Where the registers sit:
Scale: 1 px per um. Other sequential cells in the stronger gray, the rest of the logic in the fainter gray.
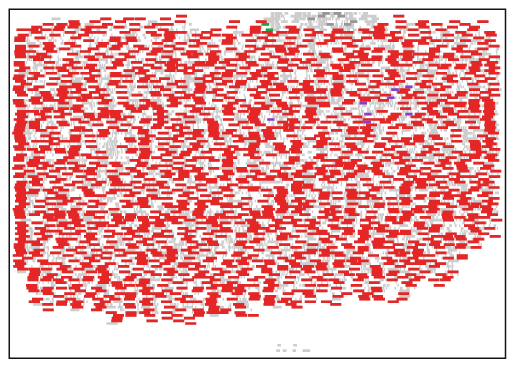
A small window of the routed layout:
Window x 359 to 384, y 248 to 273 um. Cells in gray, sequential cells in the stronger gray; small squares are vias.
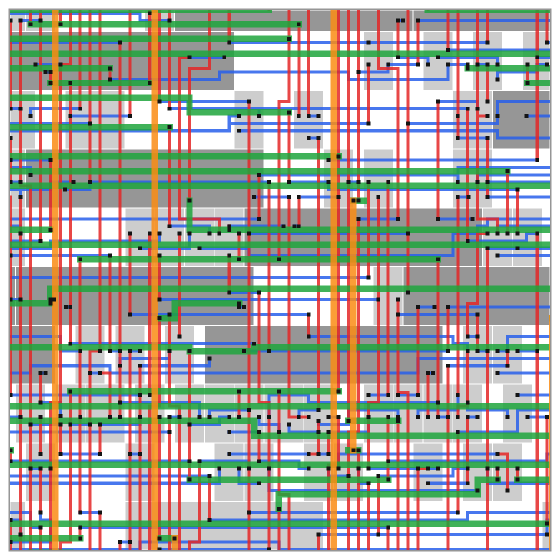
Track usage over the die:
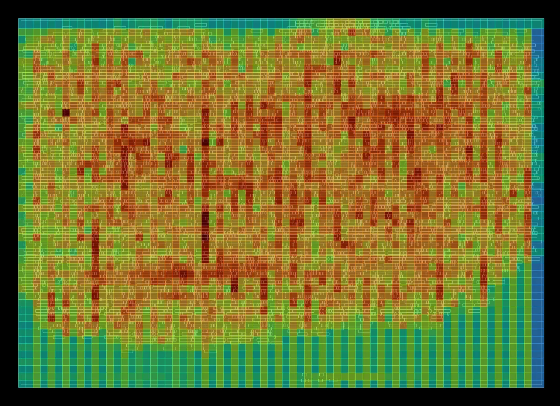
M1 wires:
Scale: 1 px per um.
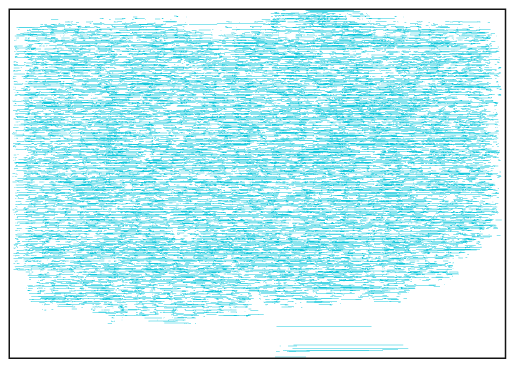
<file path="src/rtl/beef_mem_pkg.sv">
// Shared types and sizing for the BeeF tape-memory responder.
package beef_mem_pkg;

    localparam int unsigned ADDR_WIDTH = 8;
    localparam int unsigned DATA_WIDTH = 8;

    typedef enum logic [1:0] {
        ST_CLEAR,
        ST_IDLE,
        ST_RESP
    } state_t;

    function automatic int unsigned depth_of(input int unsigned aw);
        return 32'd1 << aw;
    endfunction

endpackage

</file>
<file path="src/rtl/tape_ram.sv">
// Single-port tape RAM: one write or one read per cycle, registered read data.
module tape_ram
    import beef_mem_pkg::*;
#(
    parameter int unsigned AddrWidth = ADDR_WIDTH,
    parameter int unsigned DataWidth = DATA_WIDTH
) (
    input  logic                 clk,
    input  logic                 reset,
    input  logic                 i_we,
    input  logic                 i_re,
    input  logic [AddrWidth-1:0] i_addr,
    input  logic [DataWidth-1:0] i_wdata,
    output logic [DataWidth-1:0] o_rdata
);

    localparam int unsigned Depth = depth_of(AddrWidth);

    logic [DataWidth-1:0] r_mem [Depth];
    logic [DataWidth-1:0] r_rdata;

    // The array carries no reset; zeroing is the responder's job.
    always_ff @(posedge clk) begin
        if (i_we) begin
            r_mem[i_addr] <= i_wdata;
        end
    end

    always_ff @(posedge clk) begin
        if (reset) begin
            r_rdata <= '0;
        end else if (i_re && !i_we) begin
            r_rdata <= r_mem[i_addr];
        end
    end

    assign o_rdata = r_rdata;

endmodule

</file>
<file path="src/rtl/tape_mem_responder.sv">
// Far end of the BeeF tape-memory interface: zero-fills the tape after reset,
// then serves read/write requests with a held valid/ready read response.
module tape_mem_responder
    import beef_mem_pkg::*;
#(
    parameter int unsigned AddrWidth    = ADDR_WIDTH,
    parameter int unsigned DataWidth    = DATA_WIDTH,
    parameter bit          ClearOnReset = 1'b1
) (
    input  logic                 clk,
    input  logic                 reset,
    input  logic                 req_valid,
    output logic                 req_ready,
    input  logic                 req_write,
    input  logic [AddrWidth-1:0] req_addr,
    input  logic [DataWidth-1:0] req_wdata,
    output logic                 resp_valid,
    input  logic                 resp_ready,
    output logic [DataWidth-1:0] resp_data,
    output logic                 clearing
);

    state_t               r_state;
    state_t               w_state_nxt;
    logic [AddrWidth-1:0] r_clear_cnt;

    logic                 w_req_ready;
    logic                 w_rd;
    logic                 w_wr;
    logic                 w_ram_we;
    logic [AddrWidth-1:0] w_ram_addr;
    logic [DataWidth-1:0] w_ram_wdata;

    always_ff @(posedge clk) begin
        if (reset) begin
            r_state     <= ClearOnReset ? ST_CLEAR : ST_IDLE;
            r_clear_cnt <= '0;
        end else begin
            r_state <= w_state_nxt;
            if (r_state == ST_CLEAR) begin
                r_clear_cnt <= r_clear_cnt + 1'b1;
            end
        end
    end

    always_comb begin
        w_req_ready = (r_state != ST_CLEAR) && ((r_state != ST_RESP) || resp_ready);
        w_rd        = req_valid && w_req_ready && !req_write && !reset;
        w_wr        = req_valid && w_req_ready &&  req_write && !reset;
        w_state_nxt = r_state;
        w_ram_we    = w_wr;
        w_ram_addr  = req_addr;
        w_ram_wdata = req_wdata;
        case (r_state)
            ST_CLEAR: begin
                w_ram_we    = 1'b1;
                w_ram_addr  = r_clear_cnt;
                w_ram_wdata = '0;
                if (r_clear_cnt == '1) begin
                    w_state_nxt = ST_IDLE;
                end
            end
            ST_IDLE: begin
                if (w_rd) begin
                    w_state_nxt = ST_RESP;
                end
            end
            ST_RESP: begin
                // A read accepted alongside the consume keeps the channel full.
                if (w_rd) begin
                    w_state_nxt = ST_RESP;
                end else if (resp_ready) begin
                    w_state_nxt = ST_IDLE;
                end
            end
            default: begin
                w_state_nxt = ST_IDLE;
            end
        endcase
    end

    tape_ram #(
        .AddrWidth (AddrWidth),
        .DataWidth (DataWidth)
    ) u_ram (
        .clk     (clk),
        .reset   (reset),
        .i_we    (w_ram_we),
        .i_re    (w_rd),
        .i_addr  (w_ram_addr),
        .i_wdata (w_ram_wdata),
        .o_rdata (resp_data)
    );

    assign req_ready  = w_req_ready;
    assign resp_valid = (r_state == ST_RESP);
    assign clearing   = (r_state == ST_CLEAR);

endmodule

</file>
<file path="config.mk">
export PLATFORM = sky130hd
export DESIGN_NAME = tape_mem_responder
export DESIGN_NICKNAME = d
export VERILOG_FILES = /design/src/rtl/beef_mem_pkg.sv /design/src/rtl/tape_ram.sv /design/src/rtl/tape_mem_responder.sv
export SDC_FILE = /design/constraint.sdc
export NUM_CORES = 2
export LEC_CHECK = 0
export ABC_AREA = 1
export CORE_ASPECT_RATIO = 0.7
export CORE_MARGIN = 2
export CORE_UTILIZATION = 50
export CTS_CLUSTER_DIAMETER = 200
export DETAILED_ROUTE_END_ITERATION = 8
export PLACE_DENSITY = 0.65
export SLEW_MARGIN = 20
export SYNTH_ARGS = -nofsm -noshare
export SYNTH_HDL_FRONTEND = slang
export SYNTH_SLANG_ARGS = --single-unit
export TNS_END_PERCENT = 30
</file>
<file path="constraint.sdc">
create_clock -name clk -period 18.22 [get_ports clk]
set_clock_uncertainty 0.1 [all_clocks]
set_input_delay 3.644 -clock clk [delete_from_list [all_inputs] [get_ports clk]]
set_output_delay 3.644 -clock clk [all_outputs]
set_load 0.05 [all_outputs]
</file>
==> out/qor.csv <==
metric,value,unit
DRT Pass-1 Iters,6,
outcome,"finished, final reports clean",
Via density,5.62,
Pleak,34.9,nW
pin count of the biggest net entering global routing,180,
worst path arrival time,5.09,ns
reg-to-reg startpoint,r_state[0],
logic share of the area,22.1,%
io pins,32,
placed insts,9658,
Final Slew Violations,0,
routed wl met2,105000,um
registers,2066,
die outline width,495,um
max cap viols,0,
Routed Antenna Nets,0,
WP depth,4,
H-tree depth,4,
setup bufs post-CTS,0,
die height,348,um
Layout area overhead,9.54,%
most frequent logic cell in the layout,nand2_1,
Final setup viols,0,
Num CTS Buffers,186,
hold_buf cts,0,
met3 GRT Util,7.22,%
post_cts resized,0,
Critical R2R Capture,u_ram.o_rdata[5],
hold slack,0.415,ns
CTS Sinks,2066,
Post-Place Cell Area,86500,sq um
Inverters,70,
WP buf/inv,2,
root buffer cell,clkbuf_16,
period utilization,48.5,%
kind of launch point of the worst setup path,input pin,
Core Area,168000,sq um
Non-Clock Buffer Area Fraction,1.23,%
syn_nets,7713,
most frequent cells in the layout,"3951 x nand2_1, 2048 x edfxtp_1, 566 x nor2_1",
slowest CP cell,clkdlybuf4s50_1,
final antenna diode count,2,
hold wc startpoint,r_clear_cnt[7],
Hold Crit Depth,2,
"CP delay by family, top",buffers and inverters,
## Picture notes: 'where the registers sit'
legend:
  `u_ram.r_mem`:
    color: red
    placed_flops: 2048
    where: spread over the die
  `u_ram.o_rdata`:
    color: purple
    placed_flops: 8
  `r_state`:
    color: green
    placed_flops: 2

## Picture notes: 'a small window of the routed layout'
legend:
  metal 1:
    color: blue
  metal 3:
    color: green
  metal 4:
    color: orange
  metal 2:
    color: red
netlist names of flops here include: `u_ram.r_mem` (5), `u_ram.o_rdata` (1)
cells with their middle in the window: 57
most frequent: nand2_1 (27), nor2_1 (16), edfxtp_1 (5)
sequential cells in the window: 6

## Picture notes: 'track usage over the die'
M1 GR Usage: 41.7%
GRT busiest layer: met1
met2 Usage GRT: 40.2%
final core utilization: 54.9%
global-route usage over all layers: 27.9%

## Picture notes: 'M1 wires'
main direction: horizontal
share of all routed wire: 42%
longest straight run: 118 um

-- cell usage after synthesis (all sizes together) --
cell type  number
o41ai           1
a21oi          94
nor3            4
a31oi           1
nor2          585
clkbuf         93
ha              4
o21a            1
nand4          11
o21ai         139
dfxtp          18
buf           298
nand3         363
a211oi          1
nand2        3957
inv            70
edfxtp       2048
-- logic make-up (layout without fill, tap and decap cells) --
logic type / count (synthesis) / count (layout) / share of synthesized area (%)
AND/OR/NAND/NOR: 4920 / 4920 / 22.6
AND-OR/OR-AND: 237 / 237 / 1.43
flip-flops: 2066 / 2066 / 73.4
buffers and inverters: 461 / 535 / 2.53
adder cells (fa/ha/maj): 4 / 4 / 0.0594
other: 0 / 2 / 0
-- tightest hold or removal path, stage by stage (launching register included) --
cell     delay, ns
dfxtp_1       0.30
inv_1         0.10
a21oi_1       0.07
